**Run 1: where the registers sit**

Drawn at 4 px/um. Other sequential cells in the stronger grey, the rest of the logic in the fainter grey.
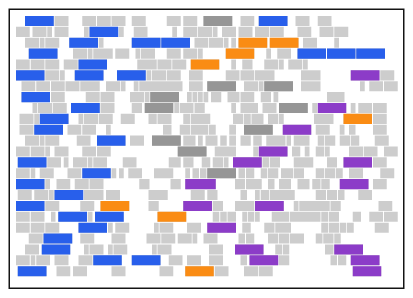
**Run 1: cell density map**

Drawn at 4 px/um. 10 x 7 tiles, from white (low) to dark blue (high), 0 to 100% covered.
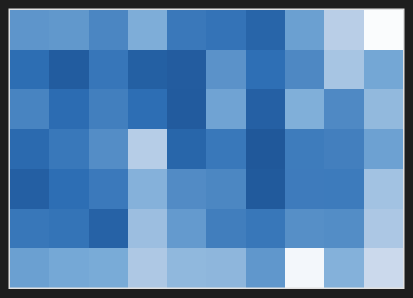
**Run 1: clock nets**

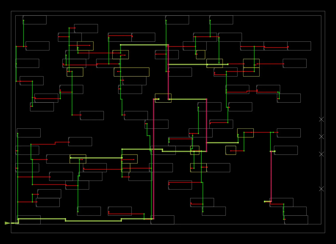
**Run 1: supply network**

Drawn at 4 px/um. Pins as bars on the die edge. Tap cells in grey.
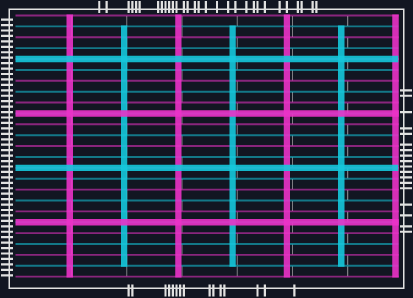
`src/rtl/feather_pkg.sv`:
```
// rtl/feather_pkg.sv - shared types and constants for the fetch stage
package feather_pkg;

  localparam int ADDR_WIDTH  = 8;
  localparam int INSTR_WIDTH = 32;
  localparam int CNT_WIDTH   = 16;
  localparam int PC_STEP     = 4;
  localparam logic [ADDR_WIDTH-1:0] RESET_PC = 8'h00;

  typedef logic [ADDR_WIDTH-1:0]  addr_t;
  typedef logic [INSTR_WIDTH-1:0] instr_t;

  typedef enum logic {
    FETCH_RUN,
    FETCH_HALTED
  } fetch_state_e;

endpackage

```
`src/rtl/fetch_pc_gen.sv`:
```
// rtl/fetch_pc_gen.sv - program counter register with redirect/step/hold next-PC mux
module fetch_pc_gen #(
  parameter int                    ADDR_WIDTH = feather_pkg::ADDR_WIDTH,
  parameter int                    PC_STEP    = feather_pkg::PC_STEP,
  parameter logic [ADDR_WIDTH-1:0] RESET_PC   = feather_pkg::RESET_PC
) (
  input  logic                  clk_i,
  input  logic                  rst_i,
  input  logic                  redirect_valid_i,
  input  logic [ADDR_WIDTH-1:0] redirect_pc_i,
  input  logic                  advance_i,
  output logic [ADDR_WIDTH-1:0] pc_o
);

  logic [ADDR_WIDTH-1:0] pc_q;

  // Step wraps naturally modulo 2**ADDR_WIDTH; redirect wins over step.
  always_ff @(posedge clk_i) begin
    if (rst_i) begin
      pc_q <= RESET_PC;
    end else if (redirect_valid_i) begin
      pc_q <= redirect_pc_i;
    end else if (advance_i) begin
      pc_q <= pc_q + ADDR_WIDTH'(PC_STEP);
    end
  end

  assign pc_o = pc_q;

endmodule

```
`src/rtl/instruction_fetch.sv`:
```
// rtl/instruction_fetch.sv - fetch stage: PC, IF/ID register, halt FSM and delivered count
module instruction_fetch #(
  parameter int                    ADDR_WIDTH  = feather_pkg::ADDR_WIDTH,
  parameter int                    INSTR_WIDTH = feather_pkg::INSTR_WIDTH,
  parameter logic [ADDR_WIDTH-1:0] RESET_PC    = feather_pkg::RESET_PC,
  parameter int                    PC_STEP     = feather_pkg::PC_STEP,
  parameter int                    CNT_WIDTH   = feather_pkg::CNT_WIDTH
) (
  input  logic                   clk_i,
  input  logic                   rst_i,
  output logic [ADDR_WIDTH-1:0]  imem_addr_o,
  input  logic [INSTR_WIDTH-1:0] imem_instr_i,
  input  logic                   redirect_valid_i,
  input  logic [ADDR_WIDTH-1:0]  redirect_pc_i,
  input  logic                   halt_i,
  output logic                   instr_valid_o,
  output logic [INSTR_WIDTH-1:0] instr_o,
  output logic [ADDR_WIDTH-1:0]  instr_pc_o,
  input  logic                   instr_ready_i,
  output logic                   halted_o,
  output logic [CNT_WIDTH-1:0]   fetch_count_o
);

  import feather_pkg::*;

  fetch_state_e          state_q, state_d;
  logic [ADDR_WIDTH-1:0] pc_q;
  logic                  valid_q;
  logic [INSTR_WIDTH-1:0] instr_q;
  logic [ADDR_WIDTH-1:0] instr_pc_q;
  logic [CNT_WIDTH-1:0]  count_q;
  logic                  transfer;
  logic                  load;

  fetch_pc_gen #(
    .ADDR_WIDTH (ADDR_WIDTH),
    .PC_STEP    (PC_STEP),
    .RESET_PC   (RESET_PC)
  ) u_pc_gen (
    .clk_i            (clk_i),
    .rst_i            (rst_i),
    .redirect_valid_i (redirect_valid_i),
    .redirect_pc_i    (redirect_pc_i),
    .advance_i        (load),
    .pc_o             (pc_q)
  );

  assign transfer = valid_q && instr_ready_i;
  assign load     = (state_q == FETCH_RUN) && !halt_i && !redirect_valid_i
                    && (!valid_q || instr_ready_i);

  always_ff @(posedge clk_i) begin
    if (rst_i) begin
      state_q <= FETCH_RUN;
    end else begin
      state_q <= state_d;
    end
  end

  always_comb begin
    state_d = state_q;
    case (state_q)
      FETCH_RUN:    if (halt_i)  state_d = FETCH_HALTED;
      FETCH_HALTED: if (!halt_i) state_d = FETCH_RUN;
      default:      state_d = FETCH_RUN;
    endcase
  end

  // A redirect flushes the IF/ID slot but the instruction leaving it this
  // cycle (if any) is still delivered and counted.
  always_ff @(posedge clk_i) begin
    if (rst_i) begin
      valid_q    <= 1'b0;
      instr_q    <= '0;
      instr_pc_q <= '0;
    end else if (redirect_valid_i) begin
      valid_q <= 1'b0;
    end else if (load) begin
      valid_q    <= 1'b1;
      instr_q    <= imem_instr_i;
      instr_pc_q <= pc_q;
    end else if (transfer) begin
      valid_q <= 1'b0;
    end
  end

  always_ff @(posedge clk_i) begin
    if (rst_i) begin
      count_q <= '0;
    end else if (transfer && !(&count_q)) begin
      count_q <= count_q + CNT_WIDTH'(1);
    end
  end

  assign imem_addr_o   = pc_q;
  assign instr_valid_o = valid_q;
  assign instr_o       = instr_q;
  assign instr_pc_o    = instr_pc_q;
  assign halted_o      = (state_q == FETCH_HALTED);
  assign fetch_count_o = count_q;

endmodule

```
`config.mk`:
```
export PLATFORM = sky130hd
export DESIGN_NAME = instruction_fetch
export DESIGN_NICKNAME = d
export VERILOG_FILES = /design/src/rtl/feather_pkg.sv /design/src/rtl/fetch_pc_gen.sv /design/src/rtl/instruction_fetch.sv
export SDC_FILE = /design/constraint.sdc
export NUM_CORES = 1
export LEC_CHECK = 0
export CAP_MARGIN = 20
export CORE_ASPECT_RATIO = 0.7
export CORE_UTILIZATION = 43
export CTS_CLUSTER_DIAMETER = 100
export DETAILED_ROUTE_END_ITERATION = 10
export GPL_TIMING_DRIVEN = 0
export HOLD_SLACK_MARGIN = 0.02
export PLACE_DENSITY = 0.8
export SYNTH_ARGS = -nofsm -noshare
export SYNTH_HDL_FRONTEND = slang
export SYNTH_SLANG_ARGS = --single-unit
```
`constraint.sdc`:
```
create_clock -name clk_i -period 2.2 [get_ports clk_i]
set_input_delay 0.44 -clock clk_i [delete_from_list [all_inputs] [get_ports clk_i]]
set_output_delay 0.44 -clock clk_i [all_outputs]
set_load 0.01 [all_outputs]
```
==> flow_metrics.env, run 1 <==
# implementation run metrics
export IMPL_final_min_clock_period_ns=2.044
export IMPL_dieWidth_um=98.26
export IMPL_rsz0062_at_grt="no"
export IMPL_synth_main_ff_cell="dfxtp_1"
export IMPL_warning_count=26
export IMPL_powerDensity_nw_per_um2=638.6
export IMPL_ctsResizeCount=0
export IMPL_antennaDiodeCount=0
export IMPL_critPathRequiredTime_ns=2.43
export IMPL_worstPathArrival_ns=2.28
export IMPL_cts_buffers_inserted=9
export IMPL_cts_setup_buffers=0
export IMPL_worstSetupPathType="reg2reg"
export IMPL_status="complete, but fails checks"
export IMPL_fmax_mhz=489.3
export IMPL_sh_comb_area_pct=32.34
export IMPL_setup_violations=0
export IMPL_ys_seq_share_pct=47.38
export IMPL_seq_share_pct=31.48
export IMPL_critPathSlowestCell="dfxtp_1"
export IMPL_cts_tree="built"
export IMPL_rows=24
export IMPL_area_growth_pct=50.65
export IMPL_r2r_end="fetch_count_o[14]$_SDFFE_PP0P_"
export IMPL_drtIter0Drc=77
export IMPL_grt_pass1_vias=2434
export IMPL_r2r_start="fetch_count_o[1]$_SDFFE_PP0P_"
export IMPL_layout_drive_gt1_share_pct=9.852
export IMPL_drc_errors=4
export IMPL_chip_area_um2=6817
export IMPL_fin_area_um2=4202
export IMPL_routed_wl_mm=7.155
export IMPL_seq_cell_count=66
export IMPL_firstDrtPassIters=7
export IMPL_postSynthAreaPerCell_um2=9.960
export IMPL_numPortBuffers=109
export IMPL_seqCellArea_um2=1323
export IMPL_num_multi_input_gates=196
export IMPL_hold_path_end="instr_valid_o$_SDFFE_PP0P_"
export IMPL_ys_chip_area_um2=2789
export IMPL_cpPeakStageDelay_ns=0.52
export IMPL_finalMaxSlewViolations=0
export IMPL_syn_nets=327
export IMPL_die_size_y_um=69.38
export IMPL_gp_congestion=0.7737
export IMPL_hp_class="in2reg"
export IMPL_clkTransAtPathRegs_ns=0.07
export IMPL_initCoreUtil_pct=44.65
export IMPL_vias_per_cell=5.120
export IMPL_crit_end="fetch_count_o[14]$_SDFFE_PP0P_"
export IMPL_clkCellAreaFrac_pct=5.063
export IMPL_antenna_found_initial=0
export IMPL_worstMarginPinSlew_ns=0.4660
export IMPL_placed_area_um2=3978
export IMPL_grt_max_degree=13
export IMPL_worst_path_buf_inv=0
export IMPL_top_area_cell="dfxtp_1"
export IMPL_clockBufferDepth=2
export IMPL_dp_hpwl_mm=5.187
export IMPL_grt_pass1_wl_mm=11.55
export IMPL_cp_top_family="simple AND/OR/NAND/NOR gates"
export IMPL_inv_count=2
export IMPL_crit_chain="ha_2 -> nand4_1 -> nand2b_4 -> nor4_1 -> mux2_1"
export IMPL_r2r_slack_ns=0.16
export IMPL_crit_cells=5
export IMPL_finalCritPeriodShare_pct=92.90
export IMPL_placed_cells=467
export IMPL_dr_total_vias=2478
export IMPL_ioPinCount=111
export IMPL_critPathCaptureType="flip-flop"
export IMPL_final_util_pct=67.27
export IMPL_final_clkbuf_count=11
export IMPL_core_area_um2=6246
export IMPL_syn_inst=280
export IMPL_start_kind="flip-flop"
export IMPL_nWellTaps=78
export IMPL_slew_headroom_pct=68.93
export IMPL_synth_area_um2=2789
export IMPL_violations="design-rule violations"
export IMPL_async_flop_share_pct=0
export IMPL_htreeDepth=3
Back to the opening pictures, 'where the registers sit':
| signal | colour | flops |
|---|---|---|
| instr_pc_o | orange | 8 |
| instr_o | blue | 32 |
| fetch_count_o | purple | 16 |
not coloured: 10

Back to the opening pictures, 'cell density map':
mean over tiles: 60%
tiles over 75% full: 21%
fullest tile: 84%

Back to the opening pictures, 'clock nets':
worst-skew pair later-pin latency: 0.34 ns
Sinks on Clock Net: 66
Clk. pwr: 1070 uW

Back to the opening pictures, 'supply network':
| net | colour |
|---|---|
| VDD | cyan |
| VSS | magenta |
tap cells: 78
met1 rails: 25
rows: 24
met4 straps: 7
signal pins: 111

run 1: state kept, by name, indices dropped and copies added, names as in the netlist:
register / flops
fetch_count_o: 16
instr_pc_o: 8
instr_o: 32
u_pc_gen.pc_o: 8
instr_valid_o: 1
halted_o: 1
run 1: layout by cell type, fill, tap and decap left out, types with 7 or more instances in the layout:
master	n
mux2i_1	44
clkbuf_1	7
nand3_1	9
dfxtp_1	65
buf_4	7
a211oi_1	7
nor2_1	54
a21oi_1	11
clkdlybuf4s50_1	109
clkbuf_8	13
run 1: report_power, final:
group / switching, uW / total, uW / internal [uW]
Combinational: 134 / 337 / 203
Sequential: 33.6 / 1270 / 1240
Clock: 486 / 1070 / 589
run 1: cells by family (layout without fill, tap and decap cells):
kind of cell | count (synthesis) | count (layout) | synth area share [%]
adders and majority gates | 2 | 2 | 0.8971
DFF | 66 | 66 | 47.38
buffers and inverters | 18 | 144 | 3.993
muxes | 46 | 46 | 16.60
AOI/OAI and AO/OA | 34 | 34 | 7.627
and+or+nand+nor | 109 | 109 | 21.94
xor gates and xnor gates | 5 | 5 | 1.570
run 1: layer usage:
metal / GRT usage, % / vias up / part of all wire, %
met3: 11.49 / 10 / 10
met5: 0 / - / 0
li1: - / 1243 / -
met4: 6.633 / 0 / 1.2
met2: 33.96 / 96 / 45
met1: 26.49 / 1129 / 44
run 1: metrics by stage:
step	hold slack [ns]	setup WS (ns)	total power (uW)	TNS, ns
2_1_floorplan	0.5137	0.3602	1439	0
6_report	0.4886	0.1561	2683	0
4_1_cts	0.4899	0.09492	2709	0
3_3_place_gp	0.4708	-0.09293	1628	-2.965
5_1_grt	0.4898	0.03013	2791	0
3_5_place_dp	0.4812	-0.1400	1637	-2.977
==> run 2: changes to the inputs <==
--- a/config.mk
+++ b/config.mk
@@ -5,14 +5,16 @@
 export SDC_FILE = /design/constraint.sdc
 export NUM_CORES = 1
 export LEC_CHECK = 0
+export ABC_AREA = 1
 export CAP_MARGIN = 20
 export CORE_ASPECT_RATIO = 0.7
-export CORE_UTILIZATION = 43
+export CORE_UTILIZATION = 30
 export CTS_CLUSTER_DIAMETER = 100
 export DETAILED_ROUTE_END_ITERATION = 10
+export GPL_ROUTABILITY_DRIVEN = 0
 export GPL_TIMING_DRIVEN = 0
 export HOLD_SLACK_MARGIN = 0.02
-export PLACE_DENSITY = 0.8
+export PLACE_DENSITY = 0.6
 export SYNTH_ARGS = -nofsm -noshare
 export SYNTH_HDL_FRONTEND = slang
 export SYNTH_SLANG_ARGS = --single-unit
**Run 2: supply network**

Drawn at 3 px/um. Pins as bars on the die edge. Tap cells in grey.
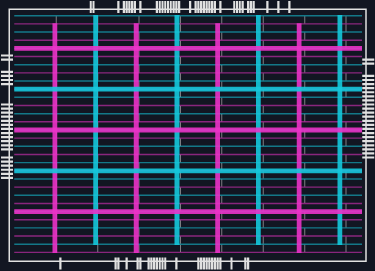
| net | colour |
|---|---|
| VSS | magenta |
| VDD | cyan |
signal pins: 111
tap cells: 124
met1 rails: 30
rows: 29
met5 straps: 5

==> run 2 against run 1 <==
Net effect: critical path type is now reg2out; highest routed layer unchanged; synthesized area rose by 2.1%; utilization fell by 19 points; sequential share of layout area fell by 1.4 points; the flow now finishes without violations; clock skew fell by 0.0058 ns; fmax rose by 8.1%; synthesized cell count rose by 36%; clock-buffer cell count rose by 3; register-to-register slack improved by 0.33 ns; sequential power barely moved; largest power group is now the clock network.
==> flow_metrics.env, run 2 <==
# implementation run metrics
export IMPL_power_uw=3024
export IMPL_htreeDepth=3
export IMPL_grt_use_met2_pct=27.38
export IMPL_layout_drive_gt1_share_pct=11.09
export IMPL_cp_top_family="buffers and inverters"
export IMPL_top_area_cell="dfxtp_1"
export IMPL_chip_area_um2=9892
export IMPL_cpPeakStageDelay_ns=0.61
export IMPL_critPathCaptureType="output pin"
export IMPL_synth_main_ff_cell="dfxtp_1"
export IMPL_die_size_y_um=83.52
export IMPL_timing_hold_ws_ns=0.4620
export IMPL_clk_insertion_delay_late_ns=0.32
export IMPL_layout_cells_most_common="nand2_1"
export IMPL_critPathRequiredTime_ns=1.76
export IMPL_dr_total_vias=2788
export IMPL_status="completed"
export IMPL_firstDrtPassIters=4
export IMPL_powerDensity_nw_per_um2=688.3
export IMPL_clkTransAtPathRegs_ns=0.05
export IMPL_syn_nets=427
export IMPL_synth_mux_area_fraction_pct=0
export IMPL_drc_errors=0
export IMPL_grt_pass1_wl_mm=13.43
export IMPL_clockBufferDepth=2
export IMPL_routed_wl_mm=8.256
export IMPL_grt_pass1_vias=2706
export IMPL_ys_sh_aoi_pct=14.06
export IMPL_fin_area_um2=4393
export IMPL_hp_class="reg2reg"
export IMPL_worst_path_buf_inv=1
export IMPL_ys_seq_share_pct=46.40
export IMPL_start_kind="flip-flop"
export IMPL_async_flop_share_pct=0
export IMPL_placed_area_um2=4094
export IMPL_lay_top_cells="126 x nand2_1, 109 x clkdlybuf4s50_1, 66 x dfxtp_1, 47 x a21oi_1, 24 x nor2_1"
export IMPL_numPortBuffers=109
export IMPL_initCoreUtil_pct=31.14
export IMPL_worstPathArrival_ns=1.45
export IMPL_warning_count=26
export IMPL_adder_share_pct=0.8787
export IMPL_finalCritPeriodShare_pct=85.92
export IMPL_fmax_mhz=529.0
export IMPL_placed_cells=613
export IMPL_drtIter0Drc=147
export IMPL_largest_reg_flops=32
export IMPL_dp_hpwl_mm=6.161
export IMPL_use_met3_pct=5.260
export IMPL_worstMarginPinSlew_ns=0.7023
export IMPL_clock_sink_count=66
export IMPL_finalMaxSlewViolations=0
export IMPL_cts_buffers_inserted=9
export IMPL_worstSetupPathType="reg2out"
export IMPL_xor_area_share_pct=2.768
export IMPL_area_growth_pct=54.26
export IMPL_synthSimpleGateAreaFrac_pct=29.44
export IMPL_dieWidth_um=118.5
export IMPL_rsz0062_at_grt="no"
export IMPL_ys_chip_area_um2=2848
export IMPL_setup_violations=0
export IMPL_grt_max_degree=11
**Run 2: where the registers sit**

Drawn at 4 px/um. Other sequential cells in the stronger grey, the rest of the logic in the fainter grey.
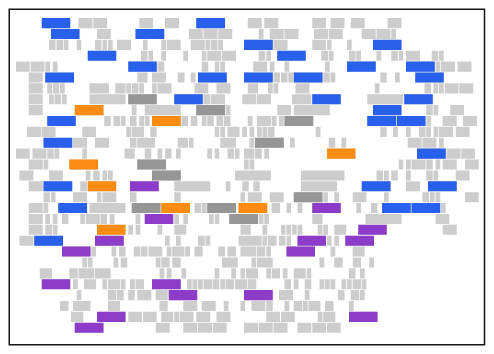
| signal | colour | flops |
|---|---|---|
| fetch_count_o | purple | 16 |
| instr_o | blue | 32 |
| instr_pc_o | orange | 8 |
not coloured: 10

run 2: final timing paths:
path | endpoint | cells past startpoint | slack (ns) | start
setup / recovery | fetch_count_o[11] | 1 | 0.31 | fetch_count_o[11]$_SDFFE_PP0P_
hold / removal | instr_o[21]$_SDFFE_PP0P_ | 2 | 0.46 | instr_o[21]$_SDFFE_PP0P_
setup reg to reg | fetch_count_o[11]$_SDFFE_PP0P_ | 9 | 0.49 | fetch_count_o[0]$_SDFFE_PP0P_
hold reg to reg | instr_o[21]$_SDFFE_PP0P_ | 2 | 0.46 | instr_o[21]$_SDFFE_PP0P_
run 2: routing by layer:
layer  part of all wire, %  routed length, um
met1                    48               4000
met3                   7.0                574
met5                     0                  0
met4                  0.78                 64
met2                    44               3617
run 2: cell type report:
type                            count  area (um2)
Fill cell                         964        4751
Multi-Input combinational cell    273        1343
Sequential cell                    66        1321
Timing Repair Buffer              109        1091
Clock buffer                       14       264.0
Tap cell                          124       155.1
Buffer                             17       92.59
Inverter                           24       91.34
Clock inverter                      2       35.03
run 2: per-stage QoR:
step / setup WS [ns] / utilization, %
2_1_floorplan: 0.6333 / -
5_1_grt: 0.2074 / 48.04
3_5_place_dp: 0.001267 / 44.77
3_3_place_gp: 0.04619 / 44.77
6_report: 0.3098 / 48.04
4_1_cts: 0.3158 / 48.04
run 2: power breakdown:
group          internal (uW)  switching (uW)  total [uW]
Clock                    938             491        1430
Sequential              1240            28.8        1270
Combinational            180             147         327
run 2: kinds of logic after synthesis:
kind of cell / after synthesis
compound gates: 69
xor+xnor: 9
fa+ha+maj: 2
buf+inv: 41
flops: 66
simple gates: 193
==> run 3: changes to the inputs <==
==> constraint.sdc (replaced) <==
create_clock -name clk_i -period 2 [get_ports clk_i]
set_input_delay 0.4 -clock clk_i [delete_from_list [all_inputs] [get_ports clk_i]]
set_output_delay 0.4 -clock clk_i [all_outputs]
set_load 0.01 [all_outputs]
**Run 3: where the registers sit**

Drawn at 4 px/um. Other sequential cells in the stronger grey, the rest of the logic in the fainter grey.
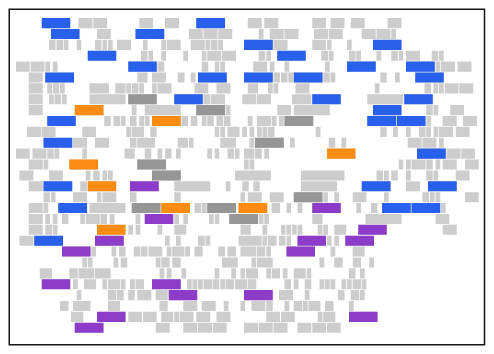
| signal | colour | flops |
|---|---|---|
| instr_pc_o | orange | 8 |
| fetch_count_o | purple | 16 |
| instr_o | blue | 32 |
not coloured: 10

==> run 3 against run 2 <==
Net effect: clock power rose by about 10%; clock-buffer cell count is the same; design area is the same; wire length is the same; synthesized cell count is the same; critical endpoint unchanged; highest routed layer unchanged; clock skew unchanged; sequential power increased by 9%.
==> flow_metrics.env, run 3 <==
# implementation run metrics
export IMPL_status="completed"
export IMPL_grt_max_degree=11
export IMPL_rows=29
export IMPL_adder_share_pct=0.8787
export IMPL_synth_logic_top_family="simple AND/OR/NAND/NOR gates"
export IMPL_ys_seq_share_pct=46.40
export IMPL_async_flop_share_pct=0
export IMPL_routed_wl_mm=8.256
export IMPL_rsz0062_at_grt="no"
export IMPL_clock_sink_count=66
export IMPL_start_kind="flip-flop"
export IMPL_p_comb_share_pct=10.8
export IMPL_worstPathArrival_ns=1.45
export IMPL_cts_tree="built"
export IMPL_fill_cells=964
export IMPL_fmax_mhz=540.5
export IMPL_initCoreUtil_pct=31.14
export IMPL_power_uw=3326
export IMPL_power_leader="the clock network"
export IMPL_antennaDiodeCount=0
export IMPL_clkTransAtPathRegs_ns=0.05
export IMPL_xor_area_share_pct=2.768
export IMPL_lay_top_cells="126 x nand2_1, 109 x clkdlybuf4s50_1, 66 x dfxtp_1, 47 x a21oi_1, 24 x nor2_1"
export IMPL_worst_path_buf_inv=1
export IMPL_layout_drive_gt1_share_pct=11.09
export IMPL_critPathCaptureType="output pin"
export IMPL_layout_cells_most_common="nand2_1"
export IMPL_critPathRequiredTime_ns=1.60
export IMPL_grt_pass1_vias=2706
export IMPL_firstDrtPassIters=4
export IMPL_final_min_clock_period_ns=1.850
export IMPL_ioPinCount=111
export IMPL_swShare_pct=22.06
export IMPL_finalCritPeriodShare_pct=92.51
export IMPL_clk_insertion_delay_late_ns=0.32
export IMPL_stdcell_count=629
export IMPL_cts_buffers_inserted=9
export IMPL_clockBufferDepth=2
export IMPL_hp_class="in2reg"
export IMPL_cpPeakStageDelay_ns=0.61
export IMPL_antenna_found_initial=0
export IMPL_synth_mux_area_fraction_pct=0
export IMPL_largest_reg_flops=32
export IMPL_slew_headroom_pct=53.18
export IMPL_synth_main_ff_cell="dfxtp_1"
export IMPL_powerClk_uw=1570
export IMPL_ys_chip_area_um2=2848
export IMPL_postSynthAreaPerCell_um2=7.494
export IMPL_synthSimpleGateAreaFrac_pct=29.44
export IMPL_p_seq_uw=1390
export IMPL_syn_nets=427
export IMPL_htreeDepth=3
export IMPL_clockPowerShare_pct=47.3
export IMPL_chip_area_um2=9892
export IMPL_top_area_cell="dfxtp_1"
export IMPL_drc_errors=0
export IMPL_dp_hpwl_mm=6.161
export IMPL_warning_count=26
export IMPL_pwr_share_seq_pct=41.9
export IMPL_dieWidth_um=118.5
export IMPL_area_growth_pct=54.26
export IMPL_crit_chain="clkdlybuf4s50_1"
export IMPL_ys_sh_aoi_pct=14.06
export IMPL_ctsResizeCount=0
export IMPL_grt_pass1_wl_mm=13.43
export IMPL_syn_inst=380
export IMPL_cts_setup_buffers=0
export IMPL_finalMaxSlewViolations=0
export IMPL_cp_top_family="buffers and inverters"
export IMPL_setup_violations=0
export IMPL_drtIter0Drc=147
export IMPL_die_size_y_um=83.52
export IMPL_synth_area_um2=2848
export IMPL_vias_per_cell=4.432
export IMPL_critPathSlowestCell="clkdlybuf4s50_1"
export IMPL_dr_total_vias=2788
export IMPL_intPower_uw=2592
export IMPL_powerDensity_nw_per_um2=757.1
export IMPL_worstSetupPathType="reg2out"
export IMPL_hold_buffers=0
export IMPL_top_cells_by_count="126 x nand2_1, 66 x dfxtp_1, 47 x a21oi_1"
export IMPL_worstMarginPinSlew_ns=0.7023
export IMPL_comb_power_uw=359
export IMPL_placed_cells=613
export IMPL_core_area_um2=9144
export IMPL_p_sw_uw=733.7
export IMPL_ant_nets=0
**Run 3: supply network**

Drawn at 3 px/um. Pins as bars on the die edge. Tap cells in grey.
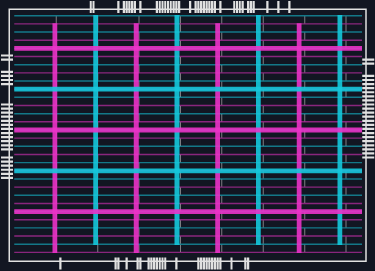
| net | colour |
|---|---|
| VDD | cyan |
| VSS | magenta |
rows: 29
met5 straps: 5
met4 straps: 8
met1 rails: 30
tap cells: 124

## run 3: cell counts after synthesis
No cell type changed its count.
## run 3: per-layer routing
layer | up-vias | wire [um] | GRT usage, %
met4 | 0 | 64 | 4.833
li1 | 1457 | - | -
met3 | 5 | 574 | 5.260
met1 | 1246 | 4000 | 23.07
met2 | 80 | 3617 | 27.38
met5 | - | 0 | 0
## run 3: area by class of cell
cell class / count / area (um2) / share of cell area [%]
timing repair buffer: 109 / 1091 / 24.84
tap: 124 / 155.1 / 3.532
sequential: 66 / 1321 / 30.08
clock buffer: 14 / 264.0 / 6.010
buffer: 17 / 92.59 / 2.108
inverter: 24 / 91.34 / 2.079
clock inverter: 2 / 35.03 / 0.7975
multi-input combinational: 273 / 1343 / 30.56
## run 3: worst paths after layout
path | depth (start not counted) | end | slack, ns | from
hold reg to reg | 2 | instr_o[21]$_SDFFE_PP0P_ | 0.46 | instr_o[21]$_SDFFE_PP0P_
setup / recovery | 1 | fetch_count_o[11] | 0.15 | fetch_count_o[11]$_SDFFE_PP0P_
setup reg to reg | 9 | fetch_count_o[11]$_SDFFE_PP0P_ | 0.29 | fetch_count_o[0]$_SDFFE_PP0P_
hold / removal | 2 | instr_valid_o$_SDFFE_PP0P_ | 0.44 | redirect_valid_i
## run 3: through the flow
stage	hold slack [ns]	TNS [ns]	utilization [%]	area (um2)	setup WS [ns]
final	0.4378	0	48.04	4393	0.1498
after global routing	0.4403	0	48.04	4393	0.04737
after CTS	0.4366	0	48.04	4393	0.1558
after detailed placement	0.4549	-1.792	44.77	4094	-0.1587
after global placement	0.4506	-1.008	44.77	4094	-0.1138
after floorplan	0.4884	0	-	2848	0.4333

==> layout pictures side by side <==
Routed metal, one colour a layer.
Drawn at 4 px/um.
panel A
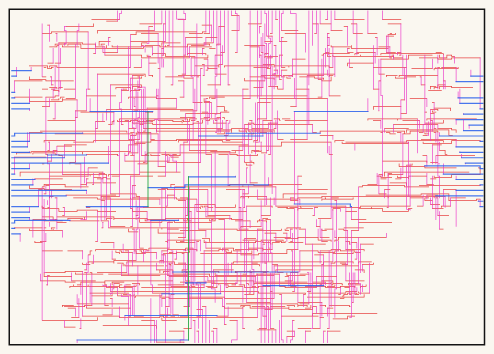
panel B
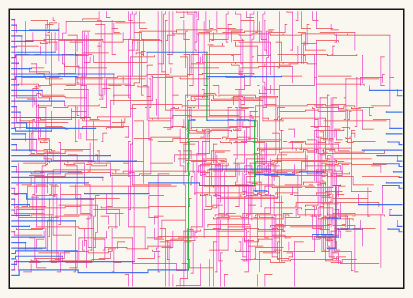
panel B: run 1
panel A: run 3

Power and IR drop assume default switching activity.
